==> config.mk <==
export PLATFORM = sky130hd
export DESIGN_NAME = uart_tx_queue
export DESIGN_NICKNAME = d
export VERILOG_FILES = /design/src/rtl/uart_tx_queue.sv
export SDC_FILE = /design/constraint.sdc
export NUM_CORES = 1
export LEC_CHECK = 0
export ABC_AREA = 1
export CAP_MARGIN = 20
export CELL_PAD_IN_SITES_DETAIL_PLACEMENT = 1
export CELL_PAD_IN_SITES_GLOBAL_PLACEMENT = 1
export CORE_MARGIN = 1
export CORE_UTILIZATION = 43
export CTS_BUF_LIST = sky130_fd_sc_hd__clkbuf_8
export DETAILED_ROUTE_END_ITERATION = 6
export GPL_TIMING_DRIVEN = 0
export PLACE_DENSITY = 0.78
export REMOVE_ABC_BUFFERS = 1
export SYNTH_ARGS = -nofsm -noshare
export SYNTH_HDL_FRONTEND = slang
export SYNTH_SLANG_ARGS = --single-unit
==> constraint.sdc <==
create_clock -name ui_clk -period 2.45 [get_ports ui_clk]
set_input_delay 0.49 -clock ui_clk [delete_from_list [all_inputs] [get_ports ui_clk]]
set_output_delay 0.49 -clock ui_clk [all_outputs]
set_load 0.03 [all_outputs]
==> src/rtl/uart_tx_queue.sv <==
// uart_tx_queue: byte FIFO plus issue controller sitting directly in front of uart_tx.
// Producers push bytes over a valid/ready handshake. The controller pops one byte at a time,
// pulses tx_dv for a single clock, and holds tx_byte until uart_tx reports tx_done.
// A missing tx_done is bounded by DONE_TIMEOUT cycles and flagged in the sticky timeout bit.
// Optional feature macro: UART_TXQ_STATS_EN enables the 16-bit sent_count counter; without it
// sent_count reads as zero and no counter logic exists.
module uart_tx_queue #(
   parameter int unsigned DEPTH        = 16,
   parameter int unsigned DONE_TIMEOUT = 4096,
   localparam int unsigned ADDR_W      = $clog2(DEPTH)
) (
   input  logic              ui_clk,
   input  logic              ui_rst,
   // producer side
   input  logic [7:0]        s_data,
   input  logic              s_valid,
   output logic              s_ready,
   // uart_tx side
   output logic              tx_dv,
   output logic [7:0]        tx_byte,
   input  logic              tx_active,
   input  logic              tx_done,
   // status
   output logic [ADDR_W:0]   level,
   output logic              overflow,
   output logic              timeout,
   output logic [15:0]       sent_count
);

   // Wait counter only needs to reach DONE_TIMEOUT-1.
   localparam int unsigned CNT_W = (DONE_TIMEOUT > 2) ? $clog2(DONE_TIMEOUT) : 1;
   localparam logic [CNT_W-1:0] CNT_LAST = CNT_W'(DONE_TIMEOUT - 1);

   typedef enum logic [1:0] {
      StIdle,
      StStart,
      StWait
   } state_e;

   // ------------------------------------------------------------------------------------------
   // FIFO storage and pointers
   // ------------------------------------------------------------------------------------------
   logic [ADDR_W:0] wr_ptr_q, wr_ptr_d;
   logic [ADDR_W:0] rd_ptr_q, rd_ptr_d;
   logic [7:0]      mem_q [DEPTH];

   logic full;
   logic empty;
   logic push;
   logic pop;

   state_e          state_q;
   logic            tx_dv_q;
   logic [7:0]      tx_byte_q;
   logic            timeout_q;
   logic [CNT_W-1:0] wait_cnt_q;
   logic            overflow_q;

   // Extra pointer MSB distinguishes full from empty when the low bits match.
   assign full  = (wr_ptr_q[ADDR_W] != rd_ptr_q[ADDR_W]) &&
                  (wr_ptr_q[ADDR_W-1:0] == rd_ptr_q[ADDR_W-1:0]);
   assign empty = (wr_ptr_q == rd_ptr_q);

   // s_ready depends only on registered pointers, so a same-cycle pop cannot raise it.
   assign s_ready = ~full;
   assign push    = s_valid & ~full;

   // uart_tx is never reset, so a frame may still be running after our reset: wait it out.
   assign pop = (state_q == StIdle) & ~empty & ~tx_active;

   assign level = wr_ptr_q - rd_ptr_q;

   // Next-state pointers; each advances by one on its own handshake.
   always_comb begin
      wr_ptr_d = wr_ptr_q;
      rd_ptr_d = rd_ptr_q;
      if (push) begin
         wr_ptr_d = wr_ptr_q + (ADDR_W + 1)'(1);
      end
      if (pop) begin
         rd_ptr_d = rd_ptr_q + (ADDR_W + 1)'(1);
      end
   end

   // Pointer registers, cleared by reset (which also empties the queue).
   always_ff @(posedge ui_clk) begin
      if (ui_rst) begin
         wr_ptr_q <= '0;
         rd_ptr_q <= '0;
      end else begin
         wr_ptr_q <= wr_ptr_d;
         rd_ptr_q <= rd_ptr_d;
      end
   end

   // Byte storage; contents are don't-care until written, so no reset is needed.
   always_ff @(posedge ui_clk) begin
      if (push) begin
         mem_q[wr_ptr_q[ADDR_W-1:0]] <= s_data;
      end
   end

   // Sticky overflow: a byte was offered while the queue was full and got dropped.
   always_ff @(posedge ui_clk) begin
      if (ui_rst) begin
         overflow_q <= 1'b0;
      end else if (s_valid && full) begin
         overflow_q <= 1'b1;
      end
   end

   assign overflow = overflow_q;

   // ------------------------------------------------------------------------------------------
   // Issue controller
   // ------------------------------------------------------------------------------------------

   // Issue FSM with registered outputs: pop -> one-cycle tx_dv -> wait for tx_done or timeout.
   always_ff @(posedge ui_clk) begin
      if (ui_rst) begin
         state_q    <= StIdle;
         tx_dv_q    <= 1'b0;
         tx_byte_q  <= 8'd0;
         timeout_q  <= 1'b0;
         wait_cnt_q <= '0;
      end else begin
         unique case (state_q)
            StIdle: begin
               if (pop) begin
                  tx_byte_q <= mem_q[rd_ptr_q[ADDR_W-1:0]];
                  tx_dv_q   <= 1'b1;
                  state_q   <= StStart;
               end
            end
            StStart: begin
               // tx_done is ignored here; the frame has only just been requested.
               tx_dv_q    <= 1'b0;
               wait_cnt_q <= '0;
               state_q    <= StWait;
            end
            StWait: begin
               if (tx_done) begin
                  state_q <= StIdle;
               end else if (wait_cnt_q == CNT_LAST) begin
                  // Give up on this byte so the queue keeps draining.
                  timeout_q <= 1'b1;
                  state_q   <= StIdle;
               end else begin
                  wait_cnt_q <= wait_cnt_q + CNT_W'(1);
               end
            end
            default: begin
               tx_dv_q <= 1'b0;
               state_q <= StIdle;
            end
         endcase
      end
   end

   assign tx_dv   = tx_dv_q;
   assign tx_byte = tx_byte_q;
   assign timeout = timeout_q;

   // ------------------------------------------------------------------------------------------
   // Optional statistics
   // ------------------------------------------------------------------------------------------
`ifdef UART_TXQ_STATS_EN
   logic        done_evt;
   logic [15:0] sent_count_q;

   // Only a tx_done that closes an outstanding frame counts as a completed byte.
   assign done_evt = (state_q == StWait) & tx_done;

   // Completed-byte counter, wraps at 16 bits.
   always_ff @(posedge ui_clk) begin
      if (ui_rst) begin
         sent_count_q <= 16'd0;
      end else if (done_evt) begin
         sent_count_q <= sent_count_q + 16'd1;
      end
   end

   assign sent_count = sent_count_q;
`else
   assign sent_count = 16'd0;
`endif

endmodule
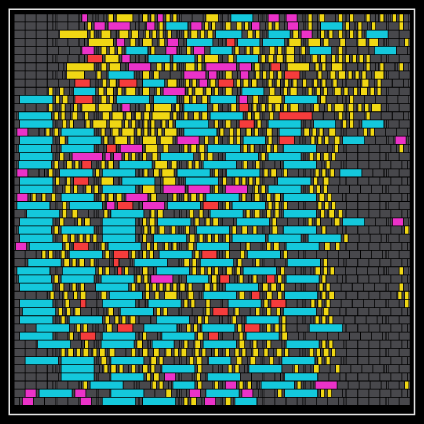
(run_1/placement_by_type.png)
(3 px per um) Fill, decap, tap and diode cells in grey.
| class | colour | cells | share of their area |
|---|---|---|---|
| combinational and other logic | yellow | 631 | 35% |
| other buffers and delay cells | magenta | 55 | 7.9% |
| clock drivers and dummy loads | red | 32 | 4.5% |
| flops | cyan | 163 | 53% |
CORE AREA: 17200 um2
register share of the cell area: 51.3%
floorplan row count: 48
post-route cell area: 8880 um2
post-layout util: 51.5%

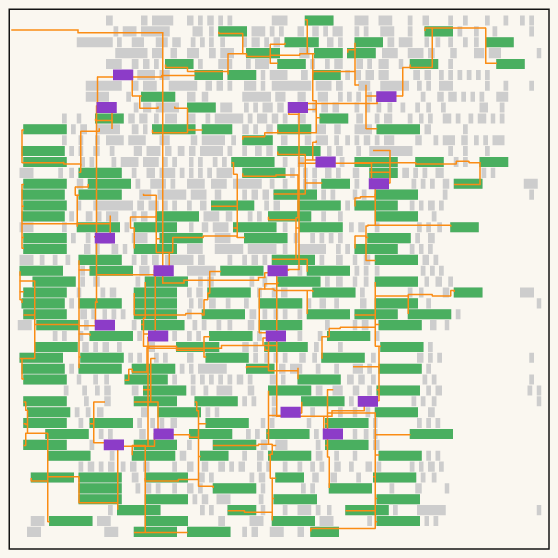
(run_1/clk_routes.png)
(4 px per um)
[clock drivers] purple | count: 17
[clock wires] orange | length: 1940 um
[flip-flops] green | count: 163
flops lie: all over the die
routed clock nets: 18
Worst Skew: 0.0159 ns
Clock Power: 1.93 mW

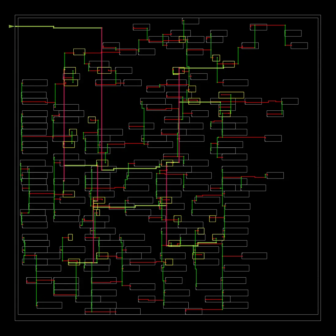
(run_1/clocks.png)
CTS Sinks: 163
total CTS buffers: 17

==> Slide: Implementation Results, run 1 <==
Run Summary

Status
  • Outcome: finished clean

Clocking
  • TritonCTS clock tree: built
  • Post-CTS Hold Buffers: 0
  • Root Driver: clkbuf_8
  • Post CTS Setup Buffer Count: 20
  • Clk pin slew, worst setup/hold paths: 0.10 ns
  • Worst skew pair latency: between 0.4 and 0.5 ns
  • Post-CTS sizing: around 61
  • Max clock buf depth: 2
  • H-tree levels: 4

Min path
  • Worst Hold End: tx_dv
  • Worst hold stages: 2
  • Min-delay worst type: reg2reg
  • HP Start: tx_dv

Logic synthesis
  • Synthesized area per cell: 9.16 um2
  • Top cells by area: edfxtp_1, nand2_1, dfxtp_1
  • Post-synthesis cell type count: 31
  • Area share, top type: 50.9%
  • Post-synth EDFFs: approximately 130
  • Yosys Instances: 825
  • Adders+Majority by Area: 1.92%
  • Commonest cells post-synth: nand2_1, edfxtp_1, inv_1, nand3_1, nor2_1
  • Seq cells post-synth: 163
  • Synthesized instance count: 825
  • Top logic family: simple AND/OR/NAND/NOR gates
  • Aoi share: 3.08%
  • Synth area leader: edfxtp_1
  • Chip Area, Yosys: 7550 um2
  • Post-synth seq share: 60.2%
  • XOR-XNOR Cells, Area Fraction: 0.696%
  • Yosys top cell by instances: nand2_1
  • Dominant flop cell: edfxtp_1
  • Yosys warnings: 0
  • Synth async-reset ratio: 0%
  • Mux share: 0%
  • Mapped Area: 7550 um2
  • Yosys simple share: about a quarter

Detailed routing
  • Via count: roughly 5700
  • ANT nets after route: 0
  • Pre-antenna DRT Iters: 5
  • Vias per inst: roughly 5.1
  • Drt initial violations: a little under 400
  • Routed wire per std cell: between 15 and 20 um
  • Remaining routing DRC violations: 0
  • Routed WL: around 21000 um

Placement
  • Placed cells: 1052
  • RD Place Congestion: ~0.8
  • Place WS: -2.15 ns
  • Area of placed instances: 8000 um2
  • Post-DP HPWL: 12000 um
  • Port Buf Inserts: 29

Layout
  • Layout cells sized above 1: 13.2%
  • Fin nets: 892
  • Most frequent logic cell in the layout: nand2_1
  • Most numerous logic cells after layout: nand2_1, edfxtp_1, inv_1
  • Diode count: 0
  • Area Growth Syn to Fin: 17.6%
  • Fin cells: between 1000 and 1500
  • Fillers: a little under 2000

Floorplan
  • Die height: 135 um
  • DIE AREA: 18100 um2
  • I/O pins: 46
  • Die Wd: 135 um
  • Initial core utilization: 43.8%

Final timing
  • Fin crit share: 99.1%
  • Fin. Hold Viols: 0
  • Setup Viol. Count Final: 0
  • Slew Viols, Final: 0
  • Final hold slack: 0.470 ns
  • Setup slack after layout: 0.0210 ns
  • F_max: roughly 410 MHz
  • Final Critical Period: 2.43 ns
  • TNS Setup: 0 ns
  • Actual slew at the worst max-slew pin: between 0.7 and 0.8 ns
  • Relative slew slack: 50.6%

Worst setup path
  • Worst R2R Path Depth: 10
  • Worst path buffer plus inverter count: 2
  • Critical Path End Type: output pin
  • Capturing point of the worst reg2reg path: mem_q[1][4]
  • CP required: 1.96 ns
  • Largest fanout on the critical path: 5
  • Worst EP arrival: 1.94 ns
  • Worst path max stage delay: 0.36 ns
  • Critical path's top delay family: flip-flops
  • Crit Path Class: reg2out
  • Critical path cell sequence: inv_1 -> ha_2 -> a21oi_1 -> nand2_1 -> xor2_1 -> clkbuf_4
  • Reg2Reg Setup Slack: about 0.06 ns
  • Reg2reg start: rd_ptr_q[1]
  • Slowest CP cell: dfxtp_4
  • Worst setup SP type: register

Global route
  • Total GRT Usage: 23.9%
  • Grt ovf: 0
  • Initial antenna violation count: 0
  • Largest net degree at the start of global routing: approximately 41
  • Global-route wire length before repair: 31800 um
  • Vias in the first global route: 5822

Power and ir drop
  • Worst VDD drop: 0.386 mV
  • Leakage power: 3.67 nW
  • Pwr/cell area: between 700 and 800 nW/um2
  • Pwr Total: 6.54 mW

Run
  • Max Cap Viol: 0
  • OpenROAD warnings: 28
-- run 1: worst reg2reg max path: cells and delay by family (launching register included) --
family	cells	cell delay [ns]
adders and majority gates	1	0.32
DFF	1	0.41
and+or+nand+nor	6	0.86
buffers and inverters	3	0.50
-- run 1: routing by layer --
metal | routed length (um) | global-route usage (%) | vias up
met4 | 503 | 9.68 | 0
met5 | 0 | 0 | -
li1 | - | - | 2697
met3 | 768 | 3.42 | 36
met1 | 8870 | 30.0 | 2825
met2 | 10800 | 41.4 | 131
-- run 1: power by group --
group	switching [mW]	leakage, nW	internal [mW]
clock	1.10	0.191	0.829
sequential	0.0586	1.44	3.06
combinational	1.01	2.04	0.480
-- run 1: area by class of cell --
cell class / count / area [um2] / area share, %
Multi-Input combinational cell: 501 / 2470 / 27.8
Clock inverter: 15 / 151 / 1.70
Clock buffer: 17 / 234 / 2.63
Tap cell: 225 / 282 / 3.17
Inverter: 130 / 509 / 5.73
Sequential cell: 163 / 4560 / 51.3
Timing Repair Buffer: 55 / 676 / 7.60
-- run 1: worst max-delay path by stage --
stage	startpoint	endpoint	slack (ns)	cells after the start
4_1_cts	rd_ptr_q[1]	level[3]	0.008	6
6_report	rd_ptr_q[2]	level[3]	0.02	6
2_1_floorplan	rd_ptr_q[1]	mem_q[11][0]	-1.40	7
3_5_place_dp	rd_ptr_q[1]	mem_q[10][2]	-2.15	9
5_1_grt	rd_ptr_q[2]	level[3]	-0.04	6
3_3_place_gp	rd_ptr_q[1]	mem_q[11][7]	-3.60	7
-- run 1: sequential cells by signal, indices dropped and copies added, names as in the netlist --
register and cells:
mem_q 128, overflow 1, rd_ptr_q 5, state_q 2, timeout 1, tx_byte 8, tx_dv 1, wait_cnt_q 12
wr_ptr_q 5
==> run_1/io_fan.png <==
(3 px per um)
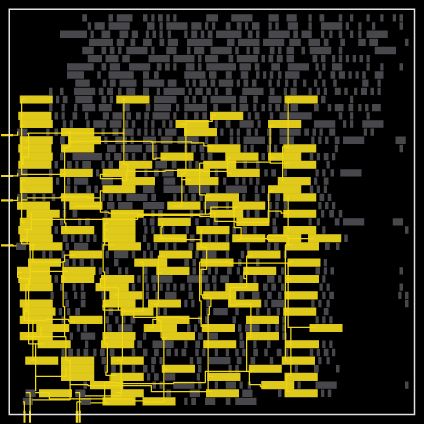

--- run 2 (diff from run 1) ---
- clock period: 2.45 -> 2.1 ns (I/O delays scaled with it)
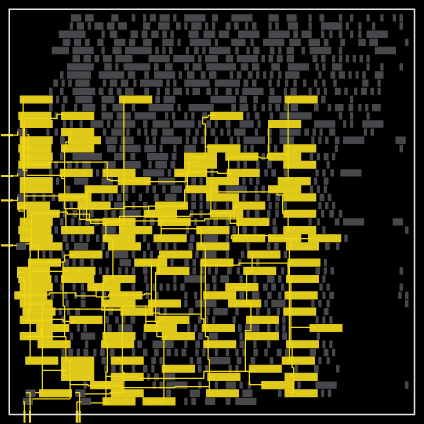
(run_2/io_fan.png)
(3 px per um)
| port | colour | direction | edge | end cells | buffers | wire |
|---|---|---|---|---|---|---|
| `s_data` | yellow | input | 4 south, 4 west | 128 | 8 | 1750 um |
I/O pins: 46
Port Buf Inserts: 29

==> run 2 against run 1 <==
  * The run now ends with setup timing left
  * Count of clock-buffer cells in the layout unchanged
  * Sequential power up 17%
  * Non-clock buffer count rose by 9
  * Synthesized cell count unchanged
  * Global-route usage up 0.73 points
  * Worst setup slack got worse by 0.20 ns
  * Die area is the same
  * Clock power up 17%
  * Combinational power grew 22%
  * Via count is 0.26% higher
  * Critical path type unchanged
  * Largest cell class unchanged
==> Slide: Implementation Results, run 2 <==
Run Summary

Global route
  • Grt ovf: 0
  • Initial antenna violation count: 0
  • Largest net degree at the start of global routing: slightly above 40
  • Vias in the first global route: 5929
  • Total GRT Usage: about a quarter
  • Global-route wire length before repair: 32900 um

Layout
  • Max FFs per register: 128
  • Area Growth Syn to Fin: 19.6%
  • Fin nets: 901
  • Most numerous logic cells after layout: nand2_1, edfxtp_1, inv_1
  • Layout cells sized above 1: roughly 15%
  • Most frequent logic cell in the layout: nand2_1
  • Diode count: 0
  • Fin cells: 1115

Clocking
  • Total CTS buffers: 17
  • H-tree levels: 4
  • Max clock buf depth: 2
  • Worst skew pair latency: 0.47 ns
  • Clk pin slew, worst setup/hold paths: ~0.1 ns
  • CTS Sinks: 163
  • Root Driver: clkbuf_8
  • Post-CTS sizing: between 90 and 100
  • Post-CTS Hold Buffers: 0
  • TritonCTS clock tree: built
  • Post CTS Setup Buffer Count: 29

Status
  • Failing checks: setup timing
  • Outcome: finished with violations

Min path
  • Min-delay worst type: reg2reg
  • HP Start: overflow

Logic synthesis
  • Top logic family: simple AND/OR/NAND/NOR gates
  • Yosys top cell by instances: nand2_1
  • Area share, top type: 50.9%
  • Top cells by area: edfxtp_1, nand2_1, dfxtp_1
  • Yosys Instances: 825
  • Dominant flop cell: edfxtp_1
  • Post-synthesis cell type count: 31
  • Synth async-reset ratio: 0%
  • Aoi share: 3.08%
  • Yosys warnings: 0
  • Synthesized area per cell: 9.16 um2
  • Synth area leader: edfxtp_1
  • Mapped Area: 7550 um2
  • Chip Area, Yosys: 7550 um2
  • Yosys simple share: 24.0%
  • Synthesized instance count: approximately 830
  • Mux share: 0%
  • Post-synth EDFFs: 128
  • Commonest cells post-synth: nand2_1, edfxtp_1, inv_1, nand3_1, nor2_1
  • XOR-XNOR Cells, Area Fraction: less than 1%
  • Seq cells post-synth: 163
  • Adders+Majority by Area: 1.92%
  • Post-synth seq share: 60.2%

Worst setup path
  • Worst setup SP type: register
  • Reg2reg start: rd_ptr_q[3]
  • Largest fanout on the critical path: 2
  • CP required: 1.68 ns
  • Crit path launch: rd_ptr_q[0]
  • Crit Path Class: reg2out
  • Worst EP arrival: 1.86 ns
  • Critical Path End Type: output pin

Detailed routing
  • Pre-antenna DRT Iters: 5
  • Remaining routing DRC violations: 0
  • Via count: 5704
  • Drt initial violations: about 310
  • Vias per inst: 5.12
  • ANT nets after route: 0
  • Routed WL: 21000 um
  • Routed wire per std cell: between 15 and 20 um

Floorplan
  • Die Wd: approximately 130 um
  • Initial core utilization: between 40 and 50%
  • Floorplan row count: 48
  • DIE AREA: 18100 um2
  • CORE AREA: 17200 um2
  • Die height: 135 um

Power and ir drop
  • Leakage power: 3.74 nW
  • Worst VDD drop: 0.456 mV
  • Pwr/cell area: roughly 850 nW/um2

Run
  • Max Cap Viol: 0
  • OpenROAD warnings: 30

Placement
  • Post-DP HPWL: approximately 12000 um
  • RD Place Congestion: roughly 0.79
  • Placed cells: 1052

Final timing
  • Worst Skew: around 0.016 ns
  • Slew Viols, Final: 0
  • Setup Viol. Count Final: between 60 and 70
  • Actual slew at the worst max-slew pin: 0.826 ns
  • Setup slack after layout: -0.180 ns
  • Final Critical Period: 2.28 ns
  • Fin crit share: 109%
  • Unrepaired setup endpoints after global routing: true
  • Fin. Hold Viols: 0
  • F_max: 439 MHz
  • Relative slew slack: 44.9%
  • Final hold slack: 0.464 ns
run 2: metrics by stage:
stage                     total power [mW]  utilization [%]  TNS [ns]  cell area [um2]  setup WS (ns)
final                                 7.72             52.4     -1.48             9040         -0.180
after floorplan                       4.66                -   -245.36             7340          -1.75
after global routing                  8.02             52.4    -10.41             9040         -0.227
after detailed placement              5.29             46.4   -329.46             8000          -2.50
after CTS                             7.65             52.3    -0.303             9010         -0.185
after global placement                5.21             45.9   -551.99             7910          -3.95
run 2: worst max-delay path, stage by stage (launching register included):
cell,delay (ns)
dfxtp_4,0.39
ha_4,0.13
inv_2,0.04
fa_2,0.35
buf_4,0.15
xor2_1,0.14
buf_4,0.18
run 2: area by class of cell:
class	instances	area, um2
Clock buffer	17	234
Clock inverter	15	151
Fill cell	1912	8200
Inverter	130	515
Multi-Input combinational cell	501	2540
Sequential cell	163	4570
Tap cell	225	282
Timing Repair Buffer	64	748
run 2: final timing paths:
| kind | to | slack, ns | cells past startpoint |
|---|---|---|---|
| worst max register to register | mem_q[9][1] | -0.03 | 10 |
| worst max-delay path | level[2] | -0.18 | 6 |
| worst min register to register | overflow | 0.46 | 2 |
| worst min-delay path | overflow | 0.46 | 2 |
run 2: per-layer routing:
metal / vias up / global-route usage [%] / share of wire (%)
met1: 2809 / 31.1 / 41
met4: 0 / 9.05 / 1.8
met2: 155 / 41.6 / 51
li1: 2707 / - / -
met3: 33 / 5.14 / 5.5
met5: - / 0 / 0
run 2: report_power, final:
group / internal [mW] / total, mW / switching, mW
Sequential: 3.57 / 3.64 / 0.0695
Clock: 0.968 / 2.26 / 1.29
Combinational: 0.612 / 1.82 / 1.21
==> run_2/clocks.png <==
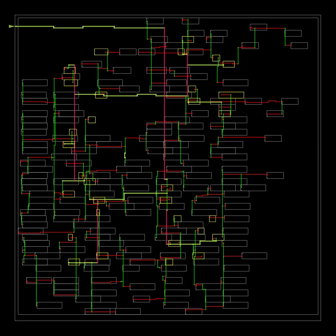

--- run 3 (diff from run 2) ---
- CELL_PAD_IN_SITES_DETAIL_PLACEMENT: 1 -> not set
- CELL_PAD_IN_SITES_GLOBAL_PLACEMENT: 1 -> not set
- CORE_UTILIZATION: 43 -> 56
- PLACE_DENSITY: 0.78 -> 0.79
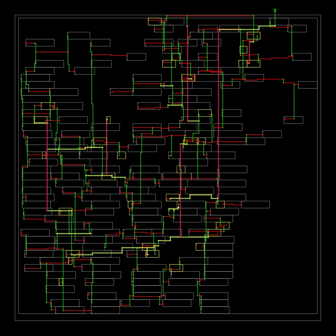
(run_3/clocks.png)
Seq cells: 163
Clock Power: 2.09 mW
tally of clock buffers in the finished layout: 19
Worst Skew: 0.0277 ns

==> run 3 against run 2 <==
  * The run still ends with setup timing left
  * Combinational power is essentially flat
  * Wire length fell by 6.2%
  * Clock power decreased by 8%
  * Register-to-register slack better by 0.03 ns
  * Critical path depth rose by 2
==> Slide: Implementation Results, run 3 <==
Run Summary

Floorplan
  • Die Wd: 118 um
  • I/O pins: 46
  • Initial core utilization: 57.3%
  • DIE AREA: between 10000 and 15000 um2
  • CORE AREA: about 13000 um2

Detailed routing
  • Routed wire per std cell: 18.4 um
  • Top sig layer: met4
  • Met3 wire length: 2030 um
  • Via count: 6014
  • Routed WL: 19700 um
  • Drt initial violations: 783
  • ANT nets after route: 0
  • Remaining routing DRC violations: 0
  • Pre-antenna DRT Iters: 6
  • Met2 WL: 9570 um
  • M1 WL: 6970 um

Layout
  • Fin nets: 908
  • Max FFs per register: 128
  • Diode count: 0
  • Post-layout util: 68.3%
  • Post-route cell area: 9000 um2
  • Layout cells sized above 1: 14.8%
  • Area Growth Syn to Fin: 19.2%
  • Fillers: 864

Clocking
  • Clk pin slew, worst setup/hold paths: 0.09 ns
  • Post CTS Setup Buffer Count: 26
  • CTS Sinks: between 150 and 200
  • Total CTS buffers: 17
  • H-tree levels: 4
  • Max clock buf depth: 2
  • TritonCTS clock tree: built

Logic synthesis
  • Post-synth seq share: roughly three fifths
  • Yosys Instances: 825
  • Mapped Area: 7550 um2
  • Chip Area, Yosys: 7550 um2
  • Post-synthesis cell type count: 31
  • Dominant flop cell: edfxtp_1
  • Top cells by area: edfxtp_1, nand2_1, dfxtp_1
  • Synth async-reset ratio: 0%
  • Commonest cells post-synth: nand2_1, edfxtp_1, inv_1, nand3_1, nor2_1
  • Post-synth EDFFs: around 130
  • Synthesized area per cell: 9.16 um2
  • Seq cells post-synth: around 160

Worst setup path
  • Critical path's top delay family: adder cells
  • Worst R2R Path Depth: 10
  • Critical Path End Type: output pin
  • Critical path cell sequence: clkinv_4 -> ha_4 -> inv_2 -> fa_2 -> nand3_2 -> nand2_2 -> xor2_1 -> buf_4
  • Worst EP arrival: a little over 2 ns
  • Worst path max stage delay: between 0.3 and 0.4 ns
  • Stages on worst setup path: 8
  • CP required: 1.68 ns
  • Largest fanout on the critical path: 4
  • Worst setup SP type: register
  • Crit Path Class: reg2out
  • Slowest CP cell: dfxtp_4

Placement
  • Port Buf Inserts: 29
  • Place WS: -1.93 ns

Global route
  • Total GRT Usage: 27.9%
  • Largest net degree at the start of global routing: 48
  • Met3 Usage GRT: 5.65%
  • Initial antenna violation count: 0
  • Layer with the highest usage: met2
  • Met2 usage: 45.3%
  • Vias in the first global route: between 5000 and 6000
  • Global-route wire length before repair: 29000 um

Final timing
  • Unrepaired setup endpoints after global routing: true
  • Final Critical Period: 2.49 ns
  • Actual slew at the worst max-slew pin: 0.812 ns
  • TNS Setup: -0.662 ns
  • Fin crit share: 118%
  • Setup Viol. Count Final: 5
  • Setup slack after layout: -0.386 ns
  • Fin. Hold Viols: 0
  • Slew Viols, Final: 0

Min path
  • Worst hold stages: 2
  • Min-delay worst type: reg2reg

Run
  • OpenROAD warnings: 30

Power and ir drop
  • Leakage power: between 3 and 4 nW
  • Worst VDD drop: 0.682 mV
  • Pwr/cell area: approximately 840 nW/um2

Status
  • Failing checks: setup timing
  • Outcome: finished with violations
==> run 3: cell counts after synthesis <==
No cell type changed its count.
==> run 3: cells by family (layout without fill, tap and decap cells) <==
group | Yosys count | after routing | share of synthesized area, %
other cells | 1 | 16 | 0.0496
simple gates | 425 | 426 | 24.0
fa+ha+maj | 11 | 11 | 1.92
buf+inv | 176 | 232 | 10.1
xor+xnor | 6 | 6 | 0.696
flops | 163 | 163 | 60.2
compound gates | 43 | 43 | 3.08
==> run 3: final cells by class <==
class,count,share of cell area [%]
inverter,130,5.74
timing repair buffer,70,8.99
sequential,163,50.8
tap,176,2.45
clock inverter,13,0.973
clock buffer,19,2.90
multi-input combinational,502,28.2
==> run 3: worst register-to-register path: stages (launching register included) <==
cell and delay (ns):
dfxtp_4 0.38, clkinvlp_4 0.11, ha_4 0.30, nand2_1 0.08
nor2_4 0.15, nand2_4 0.09, nand2_8 0.11, clkinvlp_4 0.19
nand2_4 0.20, nor2_4 0.07, buf_12 0.16
==> run 3: stage by stage <==
step / hold slack (ns) / instances / power [mW]
3_3_place_gp: 0.440 / 999 / 5.15
2_1_floorplan: 0.452 / 794 / 4.66
5_1_grt: 0.511 / 1073 / 7.81
3_5_place_dp: 0.453 / 1004 / 5.21
4_1_cts: 0.465 / 1064 / 7.44
6_report: 0.475 / 1073 / 7.58
==> run 3: worst paths after layout <==
path | from | to | slack, ns
max | wr_ptr_q[0] | level[4] | -0.39
min | tx_dv | tx_dv | 0.48
max reg2reg | rd_ptr_q[3] | mem_q[8][1] | 0
min reg2reg | tx_dv | tx_dv | 0.48
==> run 3: power breakdown <==
group	leakage, nW	switching (mW)	internal (mW)	total (mW)
registers	1.45	0.0767	3.57	3.64
logic	2.16	1.19	0.648	1.84
clock network	0.188	1.21	0.877	2.09
Power and IR drop assume default switching activity.
